`config.mk`:
```
export PLATFORM = sky130hd
export DESIGN_NAME = seven_seg_reader
export DESIGN_NICKNAME = d
export VERILOG_FILES = /design/src/rtl/seven_seg_pkg.sv /design/src/rtl/seven_seg_pattern_decoder.sv /design/src/rtl/seven_seg_reader.sv
export SDC_FILE = /design/constraint.sdc
export NUM_CORES = 1
export LEC_CHECK = 0
export CORE_MARGIN = 2
export CORE_UTILIZATION = 39
export CTS_CLUSTER_DIAMETER = 120
export DETAILED_ROUTE_END_ITERATION = 16
export SETUP_SLACK_MARGIN = 0.02
export SYNTH_ARGS = -nofsm -noshare
export SYNTH_HDL_FRONTEND = slang
export SYNTH_SLANG_ARGS = --single-unit
```
`constraint.sdc`:
```
create_clock -name clk -period 3.4 [get_ports clk]
set_input_delay 0.34 -clock clk [delete_from_list [all_inputs] [get_ports clk]]
set_output_delay 0.34 -clock clk [all_outputs]
set_load 0.03 [all_outputs]
```
`src/rtl/seven_seg_pkg.sv`:
```
// seven_seg_pkg
//   Shared definitions for the seven-segment readback block:
//   - segment pattern constants (a..g, bit 6 = a, bit 0 = g)
//   - BCD code reported for a blank display position
//   - tracker FSM state encoding
package seven_seg_pkg;

  localparam logic [6:0] SEG_0     = 7'h7E;
  localparam logic [6:0] SEG_1     = 7'h30;
  localparam logic [6:0] SEG_2     = 7'h6D;
  localparam logic [6:0] SEG_3     = 7'h79;
  localparam logic [6:0] SEG_4     = 7'h33;
  localparam logic [6:0] SEG_5     = 7'h5B;
  localparam logic [6:0] SEG_6     = 7'h5F;
  localparam logic [6:0] SEG_7     = 7'h70;
  localparam logic [6:0] SEG_8     = 7'h7F;
  localparam logic [6:0] SEG_9     = 7'h7B;
  localparam logic [6:0] SEG_BLANK = 7'h00;

  localparam logic [3:0] BCD_BLANK = 4'hF;

  typedef enum logic [1:0] {
    TRK_IDLE,
    TRK_SETTLE,
    TRK_LOCKED
  } tracker_state_t;

endpackage

```
`src/rtl/seven_seg_pattern_decoder.sv`:
```
// seven_seg_pattern_decoder
//   Combinational inverse of the BCD-to-seven-segment decoder.
//   Ports:
//     pattern  in   7  segment pattern, bit 6 = a ... bit 0 = g
//     digit    out  4  recovered BCD value (0 when the pattern is illegal)
//     legal    out  1  pattern is one of the recognised digit shapes
//   Configuration:
//     SEVEN_SEG_READER_BLANK_EN  when defined, the all-off pattern is a legal
//                                "blank" and decodes to BCD_BLANK.
module seven_seg_pattern_decoder
  import seven_seg_pkg::*;
(
  input  logic [6:0] pattern,
  output logic [3:0] digit,
  output logic       legal
);

  // Lookup of the ten digit shapes; anything else falls to the default arm.
  always_comb begin
    digit = 4'd0;
    legal = 1'b1;
    case (pattern)
      SEG_0:     digit = 4'd0;
      SEG_1:     digit = 4'd1;
      SEG_2:     digit = 4'd2;
      SEG_3:     digit = 4'd3;
      SEG_4:     digit = 4'd4;
      SEG_5:     digit = 4'd5;
      SEG_6:     digit = 4'd6;
      SEG_7:     digit = 4'd7;
      SEG_8:     digit = 4'd8;
      SEG_9:     digit = 4'd9;
`ifdef SEVEN_SEG_READER_BLANK_EN
      SEG_BLANK: digit = BCD_BLANK;
`endif
      default:   legal = 1'b0;
    endcase
  end

endmodule

```
`src/rtl/seven_seg_reader.sv`:
```
// seven_seg_reader
//   Reads back a multiplexed seven-segment bus and recovers one BCD digit per
//   display position once its pattern has been stable for STABLE_CNT samples.
//   Ports:
//     clk         in   1         rising-edge clock
//     rst         in   1         synchronous active-high reset
//     ABCDEFG     in   7         segment lines (async), bit 6 = a ... bit 0 = g
//     DIGIT_EN    in   DIGITS    one-hot digit enables (async)
//     CLEAR       in   1         clears ERROR and all VALID bits
//     BCD         out  4*DIGITS  recovered digits, digit k in [4k+3:4k]
//     VALID       out  DIGITS    digit k holds a committed legal value
//     ERROR       out  1         sticky: a stable non-digit pattern was seen
//     FRAME_DONE  out  1         pulse: last digit committed, all VALID set
//   Configuration:
//     SEVEN_SEG_READER_BLANK_EN  all-off pattern commits as blank (4'hF)
module seven_seg_reader
  import seven_seg_pkg::*;
#(
  parameter int DIGITS     = 4,
  parameter int STABLE_CNT = 3
) (
  input  logic                  clk,
  input  logic                  rst,
  input  logic [6:0]            ABCDEFG,
  input  logic [DIGITS-1:0]     DIGIT_EN,
  input  logic                  CLEAR,
  output logic [4*DIGITS-1:0]   BCD,
  output logic [DIGITS-1:0]     VALID,
  output logic                  ERROR,
  output logic                  FRAME_DONE
);

  localparam int              CW        = $clog2(STABLE_CNT + 1);
  localparam logic [CW-1:0]   COUNT_MAX = CW'(STABLE_CNT);
  localparam logic [DIGITS-1:0] LAST_MASK = DIGITS'(1) << (DIGITS - 1);

  logic [6:0]        pat_meta, pat_sync, pat_prev;
  logic [DIGITS-1:0] en_meta, en_sync, en_prev;

  tracker_state_t    state, state_next;
  logic [CW-1:0]     count, count_next;
  logic              same, commit;

  logic [3:0]        dec_digit;
  logic              dec_legal;

  // Two-flop synchronizers plus one extra stage holding the previous
  // synchronized sample. Bits may resolve on different cycles; the stability
  // filter below absorbs that skew.
  always_ff @(posedge clk) begin
    if (rst) begin
      pat_meta <= '0;
      pat_sync <= '0;
      pat_prev <= '0;
      en_meta  <= '0;
      en_sync  <= '0;
      en_prev  <= '0;
    end else begin
      pat_meta <= ABCDEFG;
      pat_sync <= pat_meta;
      pat_prev <= pat_sync;
      en_meta  <= DIGIT_EN;
      en_sync  <= en_meta;
      en_prev  <= en_sync;
    end
  end

  seven_seg_pattern_decoder u_decoder (
    .pattern (pat_sync),
    .digit   (dec_digit),
    .legal   (dec_legal)
  );

  // Tracker state register.
  always_ff @(posedge clk) begin
    if (rst) begin
      state <= TRK_IDLE;
      count <= '0;
    end else begin
      state <= state_next;
      count <= count_next;
    end
  end

  // Tracker next-state. The commit fires on the edge the count reaches
  // STABLE_CNT; a held sample in LOCKED never re-commits.
  always_comb begin
    same       = (en_sync == en_prev) && (pat_sync == pat_prev);
    state_next = state;
    count_next = count;
    commit     = 1'b0;
    if (!$onehot(en_sync)) begin
      state_next = TRK_IDLE;
      count_next = '0;
    end else begin
      case (state)
        TRK_IDLE:   count_next = CW'(1);
        TRK_SETTLE: count_next = !same ? CW'(1) :
                                 (count == COUNT_MAX) ? COUNT_MAX : count + 1'b1;
        TRK_LOCKED: count_next = same ? count : CW'(1);
        default:    count_next = '0;
      endcase
      if (state == TRK_LOCKED && same) begin
        state_next = TRK_LOCKED;
      end else if (count_next == COUNT_MAX) begin
        state_next = TRK_LOCKED;
        commit     = 1'b1;
      end else begin
        state_next = TRK_SETTLE;
      end
    end
  end

  // Output registers. CLEAR is applied first so that a same-cycle commit
  // wins for its own digit and for ERROR.
  always_ff @(posedge clk) begin
    if (rst) begin
      BCD        <= '0;
      VALID      <= '0;
      ERROR      <= 1'b0;
      FRAME_DONE <= 1'b0;
    end else begin
      FRAME_DONE <= commit && dec_legal && en_sync[DIGITS-1] && (&(VALID | LAST_MASK));
      if (CLEAR) begin
        VALID <= '0;
        ERROR <= 1'b0;
      end
      if (commit) begin
        for (int k = 0; k < DIGITS; k++) begin
          if (en_sync[k]) begin
            if (dec_legal) begin
              BCD[4*k +: 4] <= dec_digit;
              VALID[k]      <= 1'b1;
            end else begin
              VALID[k]      <= 1'b0;
            end
          end
        end
        if (!dec_legal) begin
          ERROR <= 1'b1;
        end
      end
    end
  end

endmodule

```
Figure 1. Clock wiring as the flow saved it (run 1).
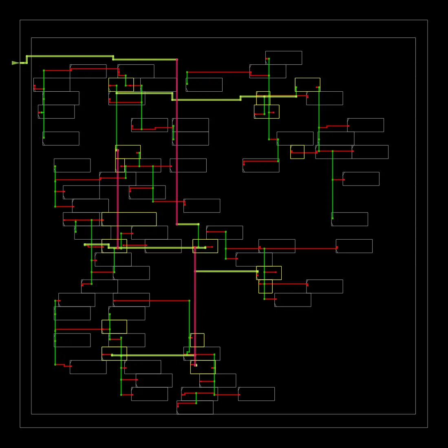
setup skew after layout: 6.02 ps
clock latency on the worst-skew pair: 330 ps
final sequential cell count: 59

Figure 2. Routed clock nets over the placement (run 1).
Bar = 20 um.
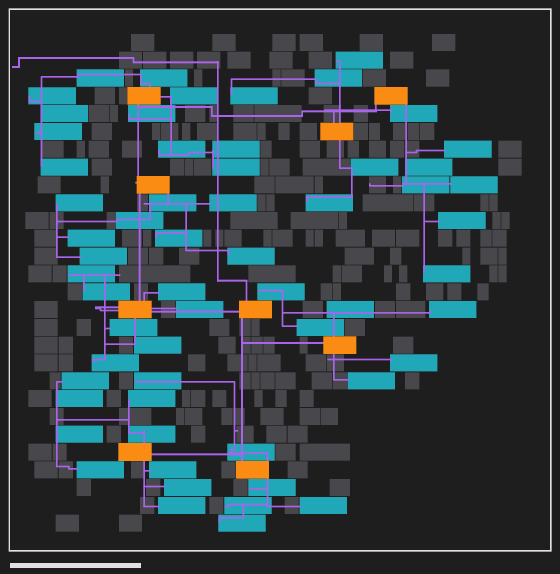
Key: purple = clock wires [length 712 um]; orange = clock drivers [count 9]; cyan = flip-flops [count 59]
There are 10 routed clock nets.

==> summary.txt, run 1 <==
Status on the layout run. Logic depth along the worst register-to-register path is recorded as 10. Routing resource usage on met2 recorded by global route was 0.224. Total global-route track usage over all layers is 0.155. Per-cell via count in the routed design landed at 4.88. Looking at the setup timing report, the critical path kind is reg2reg. The layout has 21 inverters outside the clock class. Share of synthesized cell area in and, or, nand and nor gates landed at 0.216.

In this run, post-CTS hold repair placed 0 buffers. In this run the remaining antenna-violating nets after routing total 0. Count of pins on the block boundary landed at 36. For reference, the top cells by count after synthesis are sky130_fd_sc_hd__dfxtp_1, sky130_fd_sc_hd__nor2b_1, sky130_fd_sc_hd__inv_1. For reference, the post-synthesis area per instance comes to 10.1 sq um. Looking at area per cell type in the netlist, the leader is sky130_fd_sc_hd__dfxtp_1. The area recorded from the Yosys report for this design is 0.00240 sq mm. Combinational gate power landed at 77.0 uW.

The layout stage reports a final design area of 0.00298 sq mm. Count of filler cells inserted in the layout landed at 544. Synthesis warning total landed at 0. Synthesis produced a netlist whose cell count is 238. Number of setup buffers added after CTS landed at 0. Clock net sink count landed at 59. Placed cell area landed at 0.00277 sq mm. In the post-synthesis netlist, the cell with the most instances is sky130_fd_sc_hd__dfxtp_1. Met3 track utilization from global routing landed at 0.0489. Looking at the reg2reg group, the worst path ends at BCD[5]. Counting the buffers created by CTS gives 9. The die is 82.5 um wide.

Of the cells placed in the final design, the portion with a size suffix greater than 1 is 0.105. The endpoint of the worst hold path is reported as pat_prev[6]. The library cells used most frequently in the layout, excluding fill and tap cells, are sky130_fd_sc_hd__dfxtp_1, sky130_fd_sc_hd__clkdlybuf4s50_1, sky130_fd_sc_hd__nor2b_1, sky130_fd_sc_hd__inv_1, sky130_fd_sc_hd__nor2_1. Final worst-path setup slack landed at 205 ps. Total negative setup slack landed at 0 ps. Maximum number of pins on one net before global-route repair landed at 47. Met3 routed wirelength landed at 289 um. Grouping non-sequential cells by family puts the most area in simple AND/OR/NAND/NOR gates. Looking at the clock tree report, the H-tree level count equals 3. In the final report, the number of endpoints failing setup comes to 0. The run finished with clean final reports. STA classifies the critical path startpoint as a flop.

Register clock-pin slew on the reported worst setup and hold paths landed at 70 ps. Total length of routed wires landed at 4.73 mm. The max-slew check reports its worst relative slack as 0.631. Effective utilization at floorplan landed at 0.406.

Area of the multi-input gates landed at 0.00107 sq mm. Biggest cell delay along the critical path landed at 520 ps. Final tally of max-slew violations landed at 0. At the pin with the least slew margin, the transition time is 554 ps. Walking the worst path, the cells encountered are inv_1 -> fa_1 -> inv_1 -> ha_1 -> ha_1 -> or3b_2 -> nor2_1 -> nand4_4 -> o311ai_2 -> o31ai_1. The routed wirelength on the met1 layer is recorded as 2.30 mm.

The net count of the finished layout is 288. The fraction of final cell area spent on clock buffers and inverters in this run is 0.0681. STA classifies the critical path endpoint as a flop.

The script parses the final routing iteration and logs DRC violations as 0. In this run the critical register-to-register path is launched from en_sync[1]. Number of global-route vias before repair landed at 1608. Number of warnings in the stage logs landed at 27. Per the synthesis report, the adder-cell share of the synthesized area is 0.0188.

In the power breakdown, the biggest contributor is sequential cells. Setup slack on the worst reg-to-reg path comes out at 200 ps. The highest layer touched by signal routing is met4. Power drawn by the sequential cells landed at 725 uW. Core occupancy in the finished layout landed at 0.503. Synthesis inferred 59 register bits. Looking at the global route congestion table, the highest-usage layer is met2. Worst supply voltage drop on vdd landed at 0.301 mV.

Switching share of power landed at 0.230. After synthesis, the cell types taking the most area are sky130_fd_sc_hd__dfxtp_1, sky130_fd_sc_hd__nor2b_1, sky130_fd_sc_hd__o32ai_1. After layout, the minimum clock period comes to 3200 ps.
Figure 3. Selected gate families (run 1).
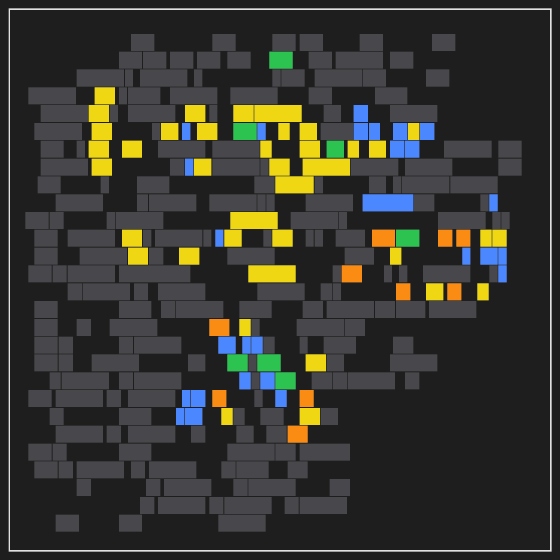
Key: yellow = aoi and oai cells [cells 38, most used o32ai_1]; orange = and/or cells [cells 10, most used and3_1]; blue = nand cells [cells 27, most used nand2_1]; green = non-inverting ao/oa cells [cells 7, most used o21ba_1]
most common cell after layout, fill and taps aside: sky130_fd_sc_hd__dfxtp_1
multi-input combinational area share: 0.359
Final Instance Count excl. Fillers: 351

## Run 2: what changed since run 1
--- a/config.mk
+++ b/config.mk
@@ -10,6 +10,7 @@
 export CTS_CLUSTER_DIAMETER = 120
 export DETAILED_ROUTE_END_ITERATION = 16
 export SETUP_SLACK_MARGIN = 0.02
+export SLEW_MARGIN = 30
 export SYNTH_ARGS = -nofsm -noshare
 export SYNTH_HDL_FRONTEND = slang
 export SYNTH_SLANG_ARGS = --single-unit
Figure 4. Clock wiring as the flow saved it (run 2).
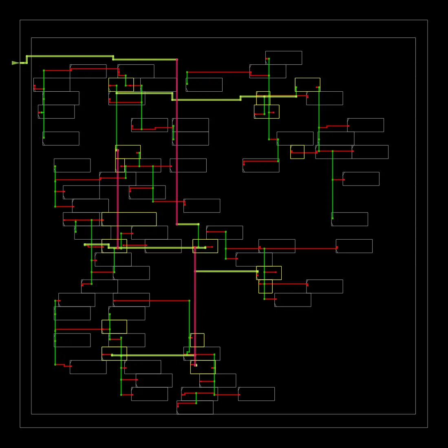
number of sinks driven by the clock tree: 59
clock buffer instance count of the final layout: 10

==> summary.txt, run 2 <==
Status on the layout run. The flow ran to the end, and the final reports show no timing, DRC or antenna violations. For this design the top-level I/O count stands at 36. In the post-synthesis netlist, the biggest area contributors are sky130_fd_sc_hd__dfxtp_1, sky130_fd_sc_hd__nor2b_1, sky130_fd_sc_hd__o32ai_1. Total number of H-tree levels landed at 3. In this run, the synthesized area fraction spent on and/or/nand/nor cells is recorded as 0.216. The layout report gives the multi-input gate share of total cell area as 0.359. Synthesized flop and latch total landed at 59. Post-route non-filler standard cell count landed at 351. Once placement finished, the instance area stood at 0.00277 sq mm. Switching share of power landed at 0.230. The launch point of the critical path was reported as en_sync[1].

The number of hold buffers added after CTS was 0. Power drawn by the sequential cells landed at 725 uW. The worst-case max-slew headroom was logged as 0.631. The share of the core area taken by cells at floorplan is 0.406.

After detailed routing, the wire length on met1 is 2.30 mm. Of the total synthesized cell area, the portion taken by full adders, half adders and majority gates is 0.0188. For met3 alone, demand over resource in global routing was 0.0489. The routed design could run at a clock period as short as 3200 ps.

Number of nets in the final layout landed at 288. Register clock-pin slew on the reported worst setup and hold paths landed at 70 ps. Yosys instantiated no cell more often than sky130_fd_sc_hd__dfxtp_1. The biggest slice of the total power is consumed by sequential cells.

The critical path goes through inv_1 -> fa_1 -> inv_1 -> ha_1 -> ha_1 -> or3b_2 -> nor2_1 -> nand4_4 -> o311ai_2 -> o31ai_1. Total power for the finished layout comes to 1.43 mW. After detailed routing, no signal wire sits above met4. Per the final layout report, the fraction of cells sized above drive strength 1 comes to 0.105. The endpoint identified for the worst register-to-register timing path is BCD[5]. For the worst reg-to-reg path, the startpoint reported by OpenROAD is en_sync[1].

Setup violation total in the final timing report landed at 0. Worst clock skew landed at 6.02 ps. The final layout contains routed wiring with a total length of 4.73 mm.

According to the floorplan report, the die width is 82.5 um. Global-route track usage on met2 landed at 0.224. Per the detail_route log, met3 wirelength is 289 um. For flop-to-flop paths, the worst setup slack is 200 ps.

Per report_power, the Combinational row totals 77.0 uW. The library cells used most frequently in the layout, excluding fill and tap cells, are sky130_fd_sc_hd__dfxtp_1, sky130_fd_sc_hd__clkdlybuf4s50_1, sky130_fd_sc_hd__nor2b_1, sky130_fd_sc_hd__inv_1, sky130_fd_sc_hd__nor2_1. Relative area of clock buffers and inverters in the final design landed at 0.0681.

Number of nets with antenna violations after routing landed at 0. Number of global-route vias before repair landed at 1608. Pins over their slew limit in the final report were tallied at 0. The average instance in the mapped netlist occupies 10.1 sq um. STA classifies the critical path startpoint as a flop. Slew at the pin closest to its max-slew limit landed at 554 ps. In the final timing run, aggregate negative setup slack is 0 ps. Finished layout cell area landed at 0.00298 sq mm.

Biggest cell delay along the critical path landed at 520 ps. Setup repair after global routing could not meet its margin everywhere. IR analysis of the VDD net gives a maximum drop of 0.301 mV. The placement summary gives the final routability congestion estimate as 0.840. Detailed-route via count landed at 1714.

Number of setup buffers added after CTS landed at 0. The script parses the final routing iteration and logs DRC violations as 0. The worst setup path is captured at a flop.

The setup path with the least slack is of type reg2reg. Core occupancy in the finished layout landed at 0.503. Synthesis area per yosys landed at 0.00240 sq mm.

Hold analysis lists the worst path endpoint as pat_prev[6]. Across all setup checks in the final design, the least slack found is 205 ps. In the final layout, the multi-input gates occupy 0.00107 sq mm. There are 59 flip-flops and latches. met2 is the most crowded layer.

The most common logic cell in the final layout is sky130_fd_sc_hd__dfxtp_1. Grouping non-sequential cells by family puts the most area in simple AND/OR/NAND/NOR gates. sky130_fd_sc_hd__dfxtp_1 takes more of the synthesized area than any other cell. Yosys printed 0 warnings. Total routing usage reported by global routing landed at 0.155. STA shows the worst reg2reg path with a cell count of 10.

Post-synthesis cell count landed at 238.
Figure 5. Selected gate families (run 2).
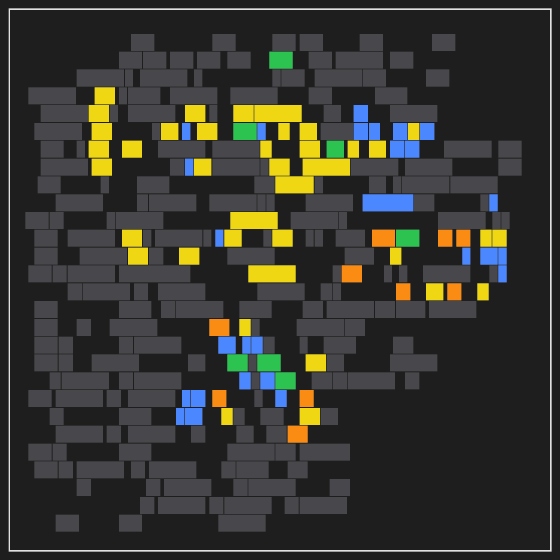
Key: yellow = aoi and oai cells [cells 38, most used o32ai_1]; green = non-inverting ao/oa cells [cells 7, most used o21ba_1]; orange = and/or cells [cells 10, most used and3_1]; blue = nand cells [cells 27, most used nand2_1]

## Run 3: what changed since run 2
--- a/config.mk
+++ b/config.mk
@@ -9,6 +9,7 @@
 export CORE_UTILIZATION = 39
 export CTS_CLUSTER_DIAMETER = 120
 export DETAILED_ROUTE_END_ITERATION = 16
+export GPL_ROUTABILITY_DRIVEN = 0
 export SETUP_SLACK_MARGIN = 0.02
 export SLEW_MARGIN = 30
 export SYNTH_ARGS = -nofsm -noshare
Figure 6. Selected gate families (run 3).
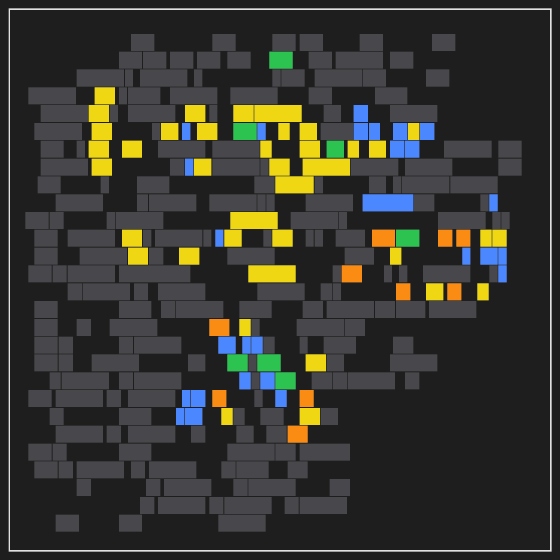
Key: orange = and/or cells [cells 10, most used and3_1]; green = non-inverting ao/oa cells [cells 7, most used o21ba_1]; blue = nand cells [cells 27, most used nand2_1]; yellow = aoi and oai cells [cells 38, most used o32ai_1]

==> summary.txt, run 3 <==
Status on the layout run. The flow ran to the end, and the final reports show no timing, DRC or antenna violations. Maximum number of pins on one net before global-route repair landed at 47. The worst setup path is launched from a flop. Met3 routed wirelength landed at 289 um. By instance count after routing, the leading logic cell types are sky130_fd_sc_hd__dfxtp_1, sky130_fd_sc_hd__clkdlybuf4s50_1, sky130_fd_sc_hd__nor2b_1, sky130_fd_sc_hd__inv_1, sky130_fd_sc_hd__nor2_1. The worst hold path terminates at pat_prev[6].

Multi-input logic gates represent a cell area share of 0.359. Detailed-route via count landed at 1714. Count of inverters not on the clock network in the layout landed at 21.

Depth of the worst register-to-register path landed at 10. Per the detail_route report, vias per standard cell equal 4.88. Post-cts hold-fix buffer tally landed at 0. Per report_power, the top consumer among the power groups is sequential cells. For reference, the final report shows the max-slew violation count at 0.

At the floorplan stage, the core utilization is reported as 0.406. Setup slack on the worst flop-to-flop path landed at 200 ps. For met2 alone, demand over resource in global routing was 0.224.

Ranked by total cell area, the synthesized netlist is headed by sky130_fd_sc_hd__dfxtp_1, sky130_fd_sc_hd__nor2b_1, sky130_fd_sc_hd__o32ai_1. The endpoint identified for the worst register-to-register timing path is BCD[5]. A synthesized cell averages 10.1 sq um. Number of nets with antenna violations after routing landed at 0. Synthesized flop and latch total landed at 59. The finished cells cover 0.00298 sq mm. The later pin in the worst-skew pair is clocked with a latency of 330 ps.

The net count of the finished layout is 288. The layout summary lists the proportion of cells stronger than drive strength 1 as 0.105. The worst setup path is captured at a flop. Biggest cell delay along the critical path landed at 520 ps. The area taken by multi-input combinational cells is reported as 0.00107 sq mm. Tracing the worst setup path back leads to its startpoint at en_sync[1]. Leaving out fill and tap cells, the most frequent cell in the layout is sky130_fd_sc_hd__dfxtp_1. Relative area of clock buffers and inverters in the final design landed at 0.0681.

The switching portion of total power comes to 0.230. The placed instances occupy a cell area of 0.00277 sq mm. The global routing stage identified its most utilized layer as met2. Per the power-grid run, VDD falls by no more than 0.301 mV. Synthesis area per yosys landed at 0.00240 sq mm. The most frequently used library cell after synthesis is sky130_fd_sc_hd__dfxtp_1. For the final database, setup skew stands at 6.02 ps.

Slew at the pin closest to its max-slew limit landed at 554 ps. Total global-route track usage over all layers is 0.155. The cell-mix breakdown from Yosys lists the simple-gate area share as 0.216. Clock-pin slew was measured on the worst setup and hold paths at 70 ps.

The final timing report counts setup violations totalling 0. Total power landed at 1.43 mW. Power attributed to combinational cells is 77.0 uW. Number of warnings in the stage logs landed at 27. By startpoint and endpoint, the worst setup path is classified as reg2reg. In this run, the synthesized area fraction spent on adder and majority cells is recorded as 0.0188. After detailed routing, the wire length on met1 is 2.30 mm. Count of pins on the block boundary landed at 36.

Setup repair after global routing could not meet its margin everywhere. The startpoint identified for the worst register-to-register timing path is en_sync[1]. Clock buffer count in the final layout landed at 10. Total length of routed wires landed at 4.73 mm. Number of DRC violations after detailed routing landed at 0. Minimum clock period landed at 3200 ps. Die outline width landed at 82.5 um.

Post-route non-filler standard cell count landed at 351. Per the synthesis report, the dominant area consumer among library cells is sky130_fd_sc_hd__dfxtp_1.
Figure 7. Register map, names as in the netlist (run 3).
Other sequential cells in the stronger grey, the rest of the logic in the fainter grey.
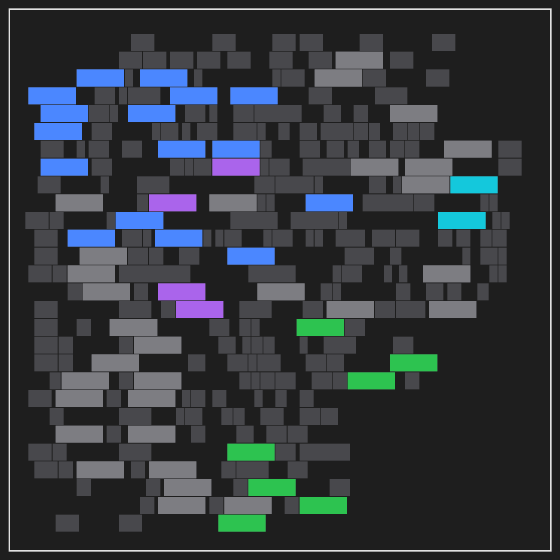
Key: purple = `en_sync` [placed flops 4]; green = `pat_prev` [placed flops 7, where south]; blue = `BCD` [placed flops 16]; cyan = `count` [placed flops 2]
Another 30 sequential cells are not coloured.
Seq group: 725 uW
post-layout utilization of the core: 0.503

Power is estimated from default activity; no workload was simulated.
